===== src/rtl/cpu_pkg.sv =====
// Shared types and constants for the load/store unit: FSM states, RV32I
// load/store funct3 encodings, exception causes and funct3 decode helpers.
package cpu_pkg;

  typedef enum logic [1:0] {
    IDLE   = 2'd0,
    ACCESS = 2'd1,
    DONE   = 2'd2,
    FAULT  = 2'd3
  } lsu_state_t;

  localparam logic [2:0] F3_B  = 3'b000;
  localparam logic [2:0] F3_H  = 3'b001;
  localparam logic [2:0] F3_W  = 3'b010;
  localparam logic [2:0] F3_BU = 3'b100;
  localparam logic [2:0] F3_HU = 3'b101;

  localparam logic [1:0] EXC_MISALIGN = 2'd0;
  localparam logic [1:0] EXC_ILLEGAL  = 2'd1;
  localparam logic [1:0] EXC_BUSTO    = 2'd2;

  // Unsigned variants exist only for loads.
  function automatic logic f3_legal(input logic is_store, input logic [2:0] f3);
    case (f3)
      F3_B, F3_H, F3_W: return 1'b1;
      F3_BU, F3_HU:     return !is_store;
      default:          return 1'b0;
    endcase
  endfunction

  // funct3[1:0] encodes access size for every legal op: 00 byte, 01 half, 10 word.
  function automatic logic f3_misaligned(input logic [2:0] f3, input logic [1:0] off);
    case (f3[1:0])
      2'b01:   return off[0];
      2'b10:   return off != 2'b00;
      default: return 1'b0;
    endcase
  endfunction

endpackage


===== src/rtl/load_extend.sv =====
// Selects the addressed byte/halfword lane of a read word and sign- or
// zero-extends it according to the load funct3.
module load_extend
  import cpu_pkg::*;
#(
  parameter int WIDTH = 32
) (
  input  logic [WIDTH-1:0] rdata_i,
  input  logic [1:0]       off_i,
  input  logic [2:0]       funct3_i,
  output logic [WIDTH-1:0] result_o
);

  logic [7:0]  byte_sel;
  logic [15:0] half_sel;

  always_comb begin
    case (off_i)
      2'd0:    byte_sel = rdata_i[7:0];
      2'd1:    byte_sel = rdata_i[15:8];
      2'd2:    byte_sel = rdata_i[23:16];
      default: byte_sel = rdata_i[31:24];
    endcase
    half_sel = off_i[1] ? rdata_i[31:16] : rdata_i[15:0];
  end

  always_comb begin
    case (funct3_i)
      F3_B:    result_o = {{24{byte_sel[7]}}, byte_sel};
      F3_BU:   result_o = {24'h000000, byte_sel};
      F3_H:    result_o = {{16{half_sel[15]}}, half_sel};
      F3_HU:   result_o = {16'h0000, half_sel};
      default: result_o = rdata_i;
    endcase
  end

endmodule


===== src/rtl/load_store_unit.sv =====
// RV32I memory stage: validates and issues loads/stores on a word-wide
// req/ready bus, returns extended load data and flags misaligned/illegal/timeout faults.
module load_store_unit
  import cpu_pkg::*;
#(
  parameter int WIDTH   = 32,
  parameter int TIMEOUT = 64
) (
  input  logic             clk,
  input  logic             rst_n,
  input  logic             ex_valid,
  output logic             ex_ready,
  input  logic             ex_is_store,
  input  logic [2:0]       ex_funct3,
  input  logic [WIDTH-1:0] ex_addr,
  input  logic [WIDTH-1:0] ex_wdata,
  input  logic [4:0]       ex_rd,
  output logic             mem_req,
  output logic             mem_we,
  output logic [WIDTH-1:0] mem_addr,
  output logic [3:0]       mem_be,
  output logic [WIDTH-1:0] mem_wdata,
  input  logic             mem_ready,
  input  logic [WIDTH-1:0] mem_rdata,
  output logic             wb_valid,
  output logic [4:0]       wb_rd,
  output logic [WIDTH-1:0] wb_data,
  output logic             exc_valid,
  output logic [1:0]       exc_cause,
  output logic [WIDTH-1:0] exc_addr
);

  localparam int TW = (TIMEOUT > 1) ? $clog2(TIMEOUT) : 1;

  lsu_state_t       state_q;
  logic             op_store_q;
  logic [2:0]       f3_q;
  logic [WIDTH-1:0] addr_q;
  logic [4:0]       rd_q;
  logic [TW-1:0]    tcnt_q;
  logic             mem_req_q, mem_we_q;
  logic [WIDTH-1:0] mem_addr_q, mem_wdata_q;
  logic [3:0]       mem_be_q;
  logic             wb_valid_q, exc_valid_q;
  logic [4:0]       wb_rd_q;
  logic [WIDTH-1:0] wb_data_q, exc_addr_q;
  logic [1:0]       exc_cause_q;

  logic [3:0]       be_d;
  logic [WIDTH-1:0] wdata_d;
  logic [WIDTH-1:0] ld_ext;
  logic             timeout_hit;

  // Byte enables and lane-replicated store data for the op being presented.
  always_comb begin
    case (ex_funct3[1:0])
      2'b00: begin
        be_d    = 4'b0001 << ex_addr[1:0];
        wdata_d = {4{ex_wdata[7:0]}};
      end
      2'b01: begin
        be_d    = 4'b0011 << ex_addr[1:0];
        wdata_d = {2{ex_wdata[15:0]}};
      end
      default: begin
        be_d    = 4'hF;
        wdata_d = ex_wdata;
      end
    endcase
  end

  assign timeout_hit = (TIMEOUT != 0) && (tcnt_q == TW'(TIMEOUT - 1));

  load_extend #(.WIDTH(WIDTH)) u_load_extend (
    .rdata_i  (mem_rdata),
    .off_i    (addr_q[1:0]),
    .funct3_i (f3_q),
    .result_o (ld_ext)
  );

  always_ff @(posedge clk or negedge rst_n) begin
    if (!rst_n) begin
      state_q     <= IDLE;
      op_store_q  <= 1'b0;
      f3_q        <= '0;
      addr_q      <= '0;
      rd_q        <= '0;
      tcnt_q      <= '0;
      mem_req_q   <= 1'b0;
      mem_we_q    <= 1'b0;
      mem_addr_q  <= '0;
      mem_be_q    <= '0;
      mem_wdata_q <= '0;
      wb_valid_q  <= 1'b0;
      wb_rd_q     <= '0;
      wb_data_q   <= '0;
      exc_valid_q <= 1'b0;
      exc_cause_q <= '0;
      exc_addr_q  <= '0;
    end else begin
      wb_valid_q  <= 1'b0;
      exc_valid_q <= 1'b0;
      case (state_q)
        IDLE: begin
          if (ex_valid) begin
            op_store_q <= ex_is_store;
            f3_q       <= ex_funct3;
            addr_q     <= ex_addr;
            rd_q       <= ex_rd;
            // Illegal encoding takes priority over alignment.
            if (!f3_legal(ex_is_store, ex_funct3)) begin
              state_q     <= FAULT;
              exc_valid_q <= 1'b1;
              exc_cause_q <= EXC_ILLEGAL;
              exc_addr_q  <= ex_addr;
            end else if (f3_misaligned(ex_funct3, ex_addr[1:0])) begin
              state_q     <= FAULT;
              exc_valid_q <= 1'b1;
              exc_cause_q <= EXC_MISALIGN;
              exc_addr_q  <= ex_addr;
            end else begin
              state_q     <= ACCESS;
              tcnt_q      <= '0;
              mem_req_q   <= 1'b1;
              mem_we_q    <= ex_is_store;
              mem_addr_q  <= {ex_addr[WIDTH-1:2], 2'b00};
              mem_be_q    <= be_d;
              mem_wdata_q <= wdata_d;
            end
          end
        end
        ACCESS: begin
          // A response arriving in the expiry cycle still completes normally.
          if (mem_ready) begin
            state_q   <= DONE;
            mem_req_q <= 1'b0;
            mem_we_q  <= 1'b0;
            mem_be_q  <= '0;
            if (!op_store_q) begin
              wb_valid_q <= 1'b1;
              wb_rd_q    <= rd_q;
              wb_data_q  <= ld_ext;
            end
          end else if (timeout_hit) begin
            state_q     <= FAULT;
            mem_req_q   <= 1'b0;
            mem_we_q    <= 1'b0;
            mem_be_q    <= '0;
            exc_valid_q <= 1'b1;
            exc_cause_q <= EXC_BUSTO;
            exc_addr_q  <= addr_q;
          end else begin
            tcnt_q <= tcnt_q + 1'b1;
          end
        end
        DONE:    state_q <= IDLE;
        FAULT:   state_q <= IDLE;
        default: state_q <= IDLE;
      endcase
    end
  end

  assign ex_ready  = (state_q == IDLE);
  assign mem_req   = mem_req_q;
  assign mem_we    = mem_we_q;
  assign mem_addr  = mem_addr_q;
  assign mem_be    = mem_be_q;
  assign mem_wdata = mem_wdata_q;
  assign wb_valid  = wb_valid_q;
  assign wb_rd     = wb_rd_q;
  assign wb_data   = wb_data_q;
  assign exc_valid = exc_valid_q;
  assign exc_cause = exc_cause_q;
  assign exc_addr  = exc_addr_q;

endmodule


===== config.mk =====
export PLATFORM = sky130hd
export DESIGN_NAME = load_store_unit
export DESIGN_NICKNAME = d
export VERILOG_FILES = /design/src/rtl/cpu_pkg.sv /design/src/rtl/load_extend.sv /design/src/rtl/load_store_unit.sv
export SDC_FILE = /design/constraint.sdc
export NUM_CORES = 1
export LEC_CHECK = 0
export ABC_CLOCK_PERIOD_IN_PS = 2400
export CORE_AREA = 4 4 142 172
export CTS_BUF_LIST = sky130_fd_sc_hd__clkbuf_2
export CTS_CLUSTER_DIAMETER = 100
export CTS_CLUSTER_SIZE = 10
export DETAILED_ROUTE_END_ITERATION = 8
export DIE_AREA = 0 0 146 176
export PLACE_DENSITY = 0.66
export SLEW_MARGIN = 20
export SYNTH_ARGS = -nofsm -noshare
export SYNTH_HDL_FRONTEND = slang
export SYNTH_SLANG_ARGS = --single-unit
export TNS_END_PERCENT = 100

===== constraint.sdc =====
create_clock -name clk -period 2.4 [get_ports clk]
set_clock_uncertainty 0.2 [all_clocks]
set_input_delay 0.36 -clock clk [delete_from_list [all_inputs] [get_ports clk]]
set_output_delay 0.36 -clock clk [all_outputs]
set_load 0.03 [all_outputs]

==> run_1/layers.png <==
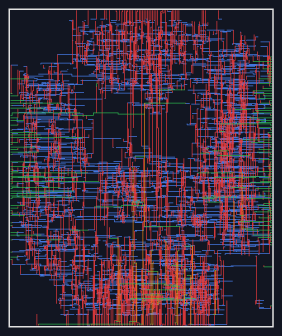
M2 -> red  # wire length 13,100 um
M1 -> blue  # wire length 11,200 um
M3 -> green  # wire length 1,560 um
M4 -> orange  # wire length 654 um

==> run_1/gates.png <==
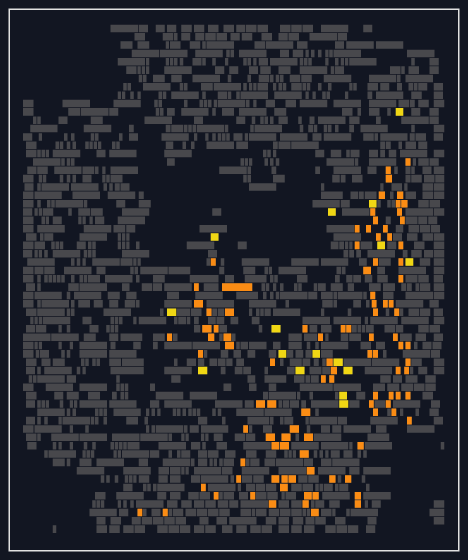
aoi and oai cells -> orange  # cells 101
non-inverting ao/oa cells -> yellow  # cells 16

==> run_1/clock_wires.png <==
The bar under the picture is 50 um long.
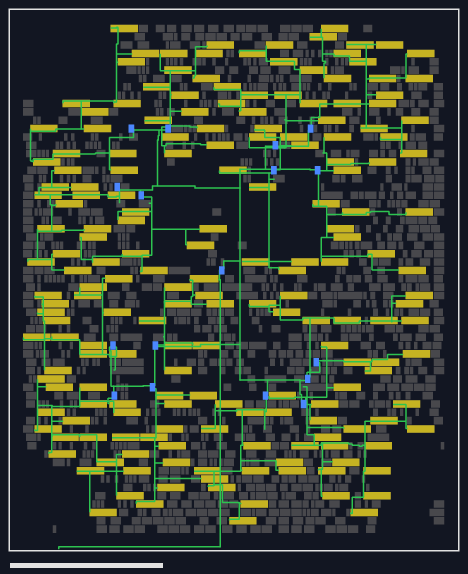
clock wires -> green  # length 2,330 um
flip-flops -> yellow  # count 190
clock-net drivers -> blue  # count 17
routed clock nets = 18

[run 1: state kept, by name (all words and copies together) (netlist names), 2 cells and up]
name       count
rd_q           5
state_q        2
tcnt_q         6
mem_be         4
mem_addr      30
wb_data       32
exc_addr      32
mem_wdata     32
exc_cause      2
f3_q           3
addr_q        32
wb_rd          5
[run 1: metrics by stage]
stage	cell area, um2	power (uW)	worst slack [ns]	TNS, ns	cells
2_1_floorplan	8550	10500	0.0201	0	936
3_3_place_gp	11600	14100	-0.486	-42.70	1452
3_5_place_dp	11600	14300	-0.542	-46.53	1452
4_1_cts	12500	15300	0.0765	0	1563
5_1_grt	12600	16200	0.0129	0	1572
6_report	12600	15100	-0.0227	-0.0360	1572
[run 1: per-layer routing]
layer  up-vias  wire length [um]  GRT usage, %
met5         -                 0             0
met1      3718             11200          25.8
met2       246             13100          34.8
li1       3749                 -             -
met3        43              1560          5.49
met4         0               653          6.78
[run 1: worst min path at each step]
stage	end	slack (ns)
2_1_floorplan	addr_q[0]	-0.14
3_3_place_gp	mem_wdata[29]	0.18
3_5_place_dp	wb_data[12]	0.19
4_1_cts	mem_wdata[21]	0.0005
5_1_grt	mem_wdata[11]	0.006
6_report	wb_data[13]	0.11
[run 1: worst register-to-register path, stage by stage, from the launching register on]
cell and delay, ns:
sky130_fd_sc_hd__dfrtp_1 0.43, sky130_fd_sc_hd__ha_1 0.19, sky130_fd_sc_hd__nand3_1 0.15, sky130_fd_sc_hd__o41ai_4 0.59, sky130_fd_sc_hd__buf_4 0.28, sky130_fd_sc_hd__mux2_2 0.35
[run 1: kinds of logic after synthesis]
group | after synthesis
fa+ha+maj | 4
flops | 190
buf+inv | 70
other cells | 1
simple gates | 495
compound gates | 117
xor+xnor | 1
mux | 57
==> impl_metrics.tcl, run 1 <==
# flow metrics
set metrics [dict create \
    timing.hold.worst.start "mem_rdata[13]" \
    synthDominantCellAreaShare_pct 55.7 \
    grt_pass1_vias 7877 \
    dr.pass1.iters 5 \
    critPathArrivalTime_ns 2.87 \
    clk_transition_reported_paths_ns 0.28 \
    power.share.switching_pct 46.8 \
    critical-path-slowest-cell "sky130_fd_sc_hd__dlygate4sd3_1" \
    yosys_cells 935 \
    min_delay_path_depth 3 \
    maximum_cell_stage_delay_along_the_critical_path_ns 0.57 \
    fp_util_pct 37.4 \
    cts_tree "built" \
    footprint_of_the_flip_flops_and_latches_um2 4760 \
    postCtsSetupBuffers 0 \
    ys_seq_share_pct 55.7 \
    fin_crit_ns 2.42 \
    top_cell "sky130_fd_sc_hd__nand2_1" \
    num-multi-input-gates 676 \
    floorplan.rows 61 \
    floorplan.io_pins 253 \
    detail_route.wl_per_cell_um 16.9 \
    post-route-util_pct 55.1 \
    cp_cell_sequence "dlygate4sd3_1 > clkdlybuf4s50_1 > nand2b_1 > a22o_1 > or3_2 > buf_4 > buf_12 > o21ai_0" \
    grt_first_pass_wirelength_um 42500 \
    multiInputGateArea_um2 3520 \
    n_all_buffers 383 \
    setup_ws_ns -0.0227 \
    cts-root-buf "sky130_fd_sc_hd__clkbuf_2" \
    warning_count 28 \
    area_share_nonclk_buffers_pct 29.1 \
    clock_insertion_delay_worst_skew_ns 0.73 \
    pwr.group.clock_uw 1730 \
    crit-reg2reg-launch "tcnt_q[0]" \
    post_synth_mux_area_share_pct 7.52 \
    startpoint_type "input pin" \
    cts_resized 146 \
    gr-usage-all-layers_pct 20.6 \
    setup_violations 3 \
    dominant_combinational_cell_family_by_area_after_synthesis "simple AND/OR/NAND/NOR gates" \
    worstSetupPathType "in2reg" \
    ctsLongestPathBuffers 2 \
    post_route_drc_violation_count 0 \
    netSwitchingPower_uw 7080 \
    post_synth_inst_count 935 \
    detailroute.via_count 7756 \
    max_slew.worst_pin.slew_ns 0.575 \
    layout_top_cells_excl_fill_tap "sky130_fd_sc_hd__nand2_1, sky130_fd_sc_hd__dfrtp_1, sky130_fd_sc_hd__dlygate4sd2_1, sky130_fd_sc_hd__clkdlybuf4s50_1, sky130_fd_sc_hd__dlygate4sd3_1" \
    run_status "finished with violations" \
    antenna_diode_count 1 \
    final_max_slew_viol_count 0 \
    syn_area_um2 8540 \
    global_route_total_overflow 0 \
    seq_cells 190 \
    cp_num_cells 8 \
    post-synth-top-area-cell "sky130_fd_sc_hd__dfrtp_1" \
    cp_max_fo 29 \
    chipArea_um2 25700 \
    pwr-share-seq_pct 36.3 \
    violations_in_the_final_reports "setup timing" \
    synthArstFlopShare_pct 100 \
    p_int_uw 8040 \
    clock_network_fraction_of_design_power_pct 11.5 \
    power_of_the_combinational_group_uw 7890 \
    placeableCoreArea_um2 22800 \
    max_freq_mhz 413 \
    ys_warn_count 0 \
    numCtsBuffers 17 \
    synthSimpleGateAreaFrac_pct 23.8 \
]
==> run 2: changes to the inputs <==
--- a/config.mk
+++ b/config.mk
@@ -7,7 +7,7 @@
 export LEC_CHECK = 0
 export ABC_CLOCK_PERIOD_IN_PS = 2400
 export CORE_AREA = 4 4 142 172
-export CTS_BUF_LIST = sky130_fd_sc_hd__clkbuf_2
+export CTS_BUF_LIST = sky130_fd_sc_hd__clkbuf_4
 export CTS_CLUSTER_DIAMETER = 100
 export CTS_CLUSTER_SIZE = 10
 export DETAILED_ROUTE_END_ITERATION = 8
==> run 2 against run 1 <==
The run now ends clean. Sequential power is 0.9% higher. Design area is 5.1% lower. Die size stayed put. Wire length is 3.8% lower. Synthesized cell count stayed put. Synthesized area stayed put. Critical endpoint is now mem_wdata[16]. Critical path type unchanged. Sequential cell count stayed put. Via count is 4.8% lower. First-iteration DRC count is 13% higher. Count of clock-buffer cells in the layout stayed put.
==> impl_metrics.tcl, run 2 <==
# flow metrics
set metrics [dict create \
    run_status "finished clean" \
    maximum_cell_stage_delay_along_the_critical_path_ns 0.53 \
    grt_pass1_vias 7414 \
    clock_insertion_delay_worst_skew_ns 0.56 \
    timing.hold.worst_endpoint "rd_q[0]" \
    ys_seq_share_pct 55.7 \
    max_slew.worst_pin.slew_ns 0.584 \
    postPlaceCellArea_um2 11600 \
    clock_network_fraction_of_design_power_pct 11.8 \
    yosys_cells 935 \
    startpoint_type "input pin" \
    antenna_violations_before_repair 2 \
    cts_tree "built" \
    top_cell "sky130_fd_sc_hd__nand2_1" \
    syn_area_um2 8540 \
    layout_top_cells_excl_fill_tap "sky130_fd_sc_hd__nand2_1, sky130_fd_sc_hd__clkdlybuf4s50_1, sky130_fd_sc_hd__dfrtp_1, sky130_fd_sc_hd__mux2_2, sky130_fd_sc_hd__o21ai_0" \
    top_power_group "combinational logic" \
    post-synth-top-area-cell "sky130_fd_sc_hd__dfrtp_1" \
    fp_util_pct 37.4 \
    port-buffer-count 250 \
    warning_count 28 \
    timing.slew.headroom_pct 61.0 \
    cp_num_cells 9 \
    gr-usage-all-layers_pct 19.9 \
    netlist_top_cells_area "sky130_fd_sc_hd__dfrtp_1, sky130_fd_sc_hd__nand2_1, sky130_fd_sc_hd__mux2_2" \
    path_delay_family "buffers and inverters" \
    startpoint "ex_funct3[1]" \
    worst_ir_drop_vdd_mv 0.672 \
    post-route-util_pct 52.3 \
    pg_seq_uw 5540 \
    p_int_uw 8890 \
    pwr-share-seq_pct 34.7 \
    dp_cells 1452 \
    grt_busiest_layer "met2" \
    crit-reg2reg-launch "tcnt_q[0]" \
    ys_warn_count 0 \
    grt.met1_usage_pct 25.1 \
    global_route_total_overflow 0 \
    min_delay_path_depth 3 \
    timing.hold.worst.start "ex_rd[0]" \
    max_freq_mhz 422 \
    grt_util_met3_pct 5.60 \
    cp_max_fo 29 \
    setup_violations 0 \
    placeableCoreArea_um2 22800 \
    postCtsSetupBuffers 0 \
    netSwitchingPower_uw 7090 \
    cp_cell_sequence "clkdlybuf4s50_1 > inv_1 > ha_1 > and2_1 > o21a_1 > or3_2 > buf_4 > buf_12 > o21ai_0" \
    grt_setup_unrepaired "false" \
    instances_no_fill 1486 \
    pwr.group.clock_uw 1890 \
    clk_transition_reported_paths_ns 0.18 \
    footprint_of_the_flip_flops_and_latches_um2 4750 \
    post_route_drc_violation_count 0 \
    critical-path-slowest-cell "sky130_fd_sc_hd__clkdlybuf4s50_1" \
    setup_ws_ns 0.0313 \
    cts-root-buf "sky130_fd_sc_hd__clkbuf_4" \
    worstSetupPathType "in2reg" \
    pre_cts_worst_setup_slack_ns -0.542 \
    floorplan.die.height_um 176 \
    floorplan.io_pins 253 \
    chipArea_um2 25700 \
    end_kind "register" \
    detailed_place_hpwl_um 18400 \
    grt_first_pass_wirelength_um 40800 \
    power_of_the_combinational_group_uw 8550 \
    post_synth_inst_count 935 \
    fin_crit_ns 2.37 \
    power.share.switching_pct 44.4 \
    ctsLongestPathBuffers 2 \
    synthDominantCellAreaShare_pct 55.7 \
    p_total_uw 16000 \
    floorplan.rows 61 \
    synthArstFlopShare_pct 100 \
    multiInputGateArea_um2 3520 \
    max_cap_viol_count 0 \
    drt.antenna.violating_nets 0 \
    layout-drive-gt1-share_pct 12.3 \
    final_max_slew_viol_count 0 \
    critPathArrivalTime_ns 2.66 \
    dr.pass1.iters 6 \
    detail_route.wl_per_cell_um 17.2 \
    setup_total_negative_slack_ns 0 \
    numCtsBuffers 17 \
    met2_demand_to_capacity_share_in_global_routing_pct 33.6 \
    detailroute.via_count 7380 \
    finish.instance_area_um2 11900 \
]
## run 2: netlist changes by cell type in the layout (fill, tap and decap cells not counted)
cell,delta
sky130_fd_sc_hd__clkdlybuf4s50_1,+141
sky130_fd_sc_hd__dlygate4sd2_1,-140
sky130_fd_sc_hd__dlygate4sd3_1,-86
sky130_fd_sc_hd__clkbuf_2,-18
sky130_fd_sc_hd__clkbuf_4,+18
sky130_fd_sc_hd__buf_2,-1
sky130_fd_sc_hd__dfrtp_1,+1
sky130_fd_sc_hd__dfrtp_2,-1
## run 2: repair_timing
item | in CTS | in global routing
setup endpoints to repair | 1 | 1
endpoints found under the hold margin | 190 | 0
hold buffers | 1 | 0
resized | 1 | 1
## run 2: cell families (layout without fill, tap and decap cells)
logic type,Yosys count,in the layout,share of synthesized area (%)
fa+ha+maj,4,4,0.586
mux,57,57,7.52
compound gates,117,117,8.78
buf+inv,70,336,3.47
xor+xnor,1,1,0.103
simple gates,495,495,23.8
flops,190,190,55.7
other cells,1,3,0.0439
## run 2: worst min-delay path, cell delays in order
cell and delay, ns:
sky130_fd_sc_hd__clkdlybuf4s50_1 0.40, sky130_fd_sc_hd__nand2_1 0.06, sky130_fd_sc_hd__nand2_1 0.04
## run 2: routing by layer
layer | vias up | share of wire (%) | wire (um)
met4 | 2 | 1.9 | 481
met3 | 35 | 6.4 | 1650
met1 | 3538 | 42 | 10800
met5 | - | 0.051 | 13
li1 | 3570 | - | -
met2 | 235 | 49 | 12500
## run 2: layout make-up
class	count	share of cell area, %
Antenna cell	1	0.0210
Clock buffer	18	1.13
Clock inverter	14	1.48
Inverter	7	0.220
Multi-Input combinational cell	676	29.5
Sequential cell	190	39.8
Tap cell	283	2.97
Timing Repair Buffer	297	24.9
==> run_2/clock_wires.png <==
The bar under the picture is 50 um long.
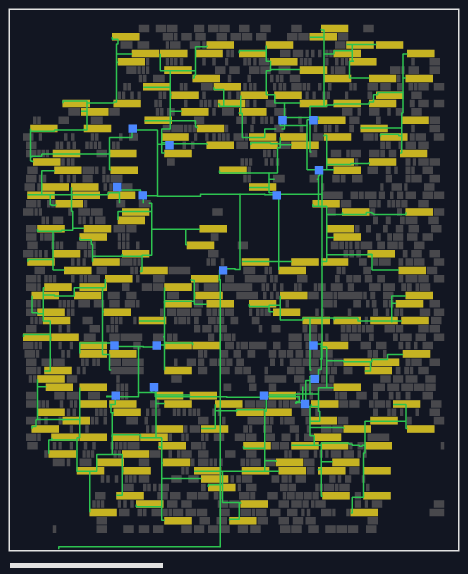
flip-flops -> yellow  # count 190
clock-net drivers -> blue  # count 17
clock wires -> green  # length 2,380 um
routed clock nets = 18

==> run_2/port_trees.png <==
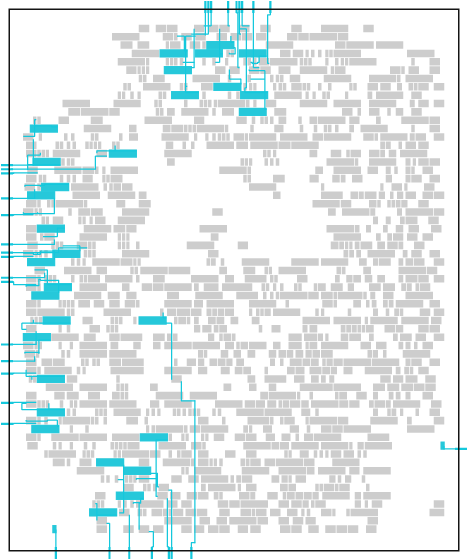
`mem_addr` -> cyan  # bits 32, direction output, end cells 32, buffers 30, wire 916 um

==> run 3: changes to the inputs <==
--- a/config.mk
+++ b/config.mk
@@ -13,7 +13,6 @@
 export DETAILED_ROUTE_END_ITERATION = 8
 export DIE_AREA = 0 0 146 176
 export PLACE_DENSITY = 0.66
-export SLEW_MARGIN = 20
 export SYNTH_ARGS = -nofsm -noshare
 export SYNTH_HDL_FRONTEND = slang
 export SYNTH_SLANG_ARGS = --single-unit
==> run 3 against run 2 <==
Worst setup slack unchanged. Critical path type unchanged. Largest cell class unchanged. Worst hold slack unchanged. Largest power group unchanged. Die size unchanged. Wire length unchanged. Count of clock-buffer cells in the layout unchanged. Synthesized cell count unchanged. Total power unchanged. Register-to-register slack about the same. Synthesized area unchanged. Via count unchanged. Design area unchanged.
==> impl_metrics.tcl, run 3 <==
# flow metrics
set metrics [dict create \
    postPlaceCellArea_um2 11600 \
    numCtsBuffers 17 \
    global_route_total_overflow 0 \
    cp_max_fo 29 \
    critical-path-slowest-cell "sky130_fd_sc_hd__clkdlybuf4s50_1" \
    finish.instance_area_um2 11900 \
    fin_crit_ns 2.37 \
    run_status "finished clean" \
    instances_no_fill 1486 \
    ctsLongestPathBuffers 2 \
    floorplan.die.height_um 176 \
    fp_util_pct 37.4 \
    postCtsSetupBuffers 0 \
    startpoint_type "input pin" \
    detailed_place_hpwl_um 18400 \
    worst_ir_drop_vdd_mv 0.672 \
    cp_cell_sequence "clkdlybuf4s50_1 > inv_1 > ha_1 > and2_1 > o21a_1 > or3_2 > buf_4 > buf_12 > o21ai_0" \
    p_total_uw 16000 \
    cts_tree "built" \
    timing.slew.headroom_pct 61.0 \
    yosys_cells 935 \
    post_route_drc_violation_count 0 \
    warning_count 28 \
    dr.pass1.iters 6 \
    max_freq_mhz 422 \
    cts-root-buf "sky130_fd_sc_hd__clkbuf_4" \
    top_cell "sky130_fd_sc_hd__nand2_1" \
    placeableCoreArea_um2 22800 \
    path_delay_family "buffers and inverters" \
    layout-drive-gt1-share_pct 12.3 \
    cts_resized 1 \
    end_kind "register" \
    final_max_slew_viol_count 0 \
    dp_cells 1452 \
    critPathArrivalTime_ns 2.66 \
    max_slew.worst_pin.slew_ns 0.584 \
    max_cap_viol_count 0 \
    layout_top_cells_excl_fill_tap "sky130_fd_sc_hd__nand2_1, sky130_fd_sc_hd__clkdlybuf4s50_1, sky130_fd_sc_hd__dfrtp_1, sky130_fd_sc_hd__mux2_2, sky130_fd_sc_hd__o21ai_0" \
    post-route-util_pct 52.3 \
    maximum_cell_stage_delay_along_the_critical_path_ns 0.53 \
    holdBufCountCts 1 \
    ys_seq_share_pct 55.7 \
    post_synth_inst_count 935 \
    worstSetupPathType "in2reg" \
    post-synth-top-area-cell "sky130_fd_sc_hd__dfrtp_1" \
    port-buffer-count 250 \
    floorplan.io_pins 253 \
    grt_first_pass_wirelength_um 40800 \
    grt_pass1_vias 7414 \
    grt_setup_unrepaired "false" \
    floorplan.rows 61 \
]
## run 3: cell counts after synthesis
Identical to the previous run, type by type.
## run 3: power breakdown
group	internal, uW	switching (uW)	leakage, uW	total [uW]
logic	3540	5010	0.00313	8550
registers	4680	868	0.00234	5540
clock network	677	1210	0.000167	1890
total	8890	7090	0.00563	16000
## run 3: logic make-up after synthesis
| group | share of synthesized area (%) |
|---|---|
| AND-OR/OR-AND | 8.78 |
| XOR/XNOR | 0.103 |
| adder cells (fa/ha/maj) | 0.586 |
| buffers and inverters | 3.47 |
| flip-flops | 55.7 |
| multiplexers | 7.52 |
| other | 0.0439 |
| AND/OR/NAND/NOR | 23.8 |
## run 3: layer usage
layer,vias to the layer above,wire (um),global-route usage [%]
met2,235,12500,33.6
met3,35,1650,5.60
met4,2,481,5.96
li1,3570,-,-
met1,3538,10800,25.1
met5,-,13,0
## run 3: layout make-up
class,count,share of cell area (%)
clock inverter,14,1.48
timing repair buffer,297,24.9
inverter,7,0.220
sequential,190,39.8
tap,283,2.97
multi-input combinational,676,29.5
antenna,1,0.0210
clock buffer,18,1.13
## run 3: metrics by stage
stage,setup WS (ns),TNS [ns]
4_1_cts,0.0790,0
2_1_floorplan,0.0201,0
3_3_place_gp,-0.486,-42.70
6_report,0.0313,0
3_5_place_dp,-0.542,-46.53
5_1_grt,0.000176,0
## run 3: worst min-delay path by stage
stage,from,to,slack (ns),cells after the start
after floorplan,rst_n,addr_q[0],-0.14,0
after global placement,rst_n,mem_wdata[29],0.18,1
after detailed placement,rst_n,wb_data[12],0.19,1
after CTS,ex_rd[0],rd_q[0],0.04,3
after global routing,ex_rd[0],rd_q[0],0.05,3
final,ex_rd[0],rd_q[0],0.09,3
==> run_3/layers.png <==
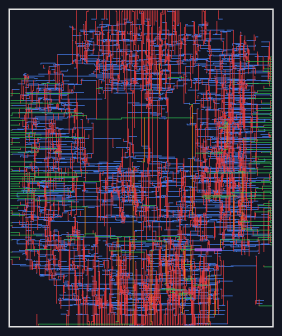
M5 -> purple  # wire length 13.8 um
M4 -> orange  # wire length 481 um
M3 -> green  # wire length 1,650 um
M2 -> red  # wire length 12,500 um
M1 -> blue  # wire length 10,800 um

==> run_3/clock_nets.png <==
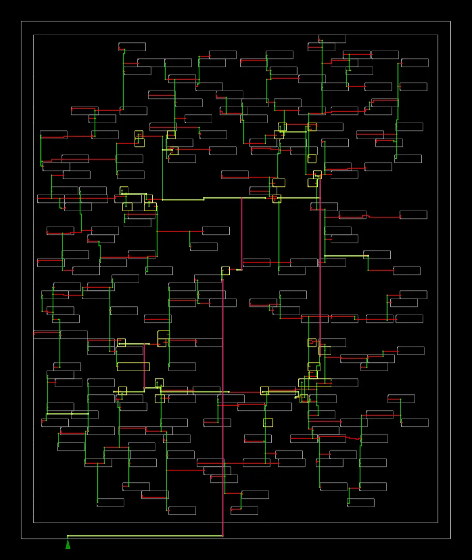
number of sequential cells in the layout: 190
tally of clock buffers in the finished layout: 18

Power figures rest on the tool's default switching activity, not on a simulated workload.
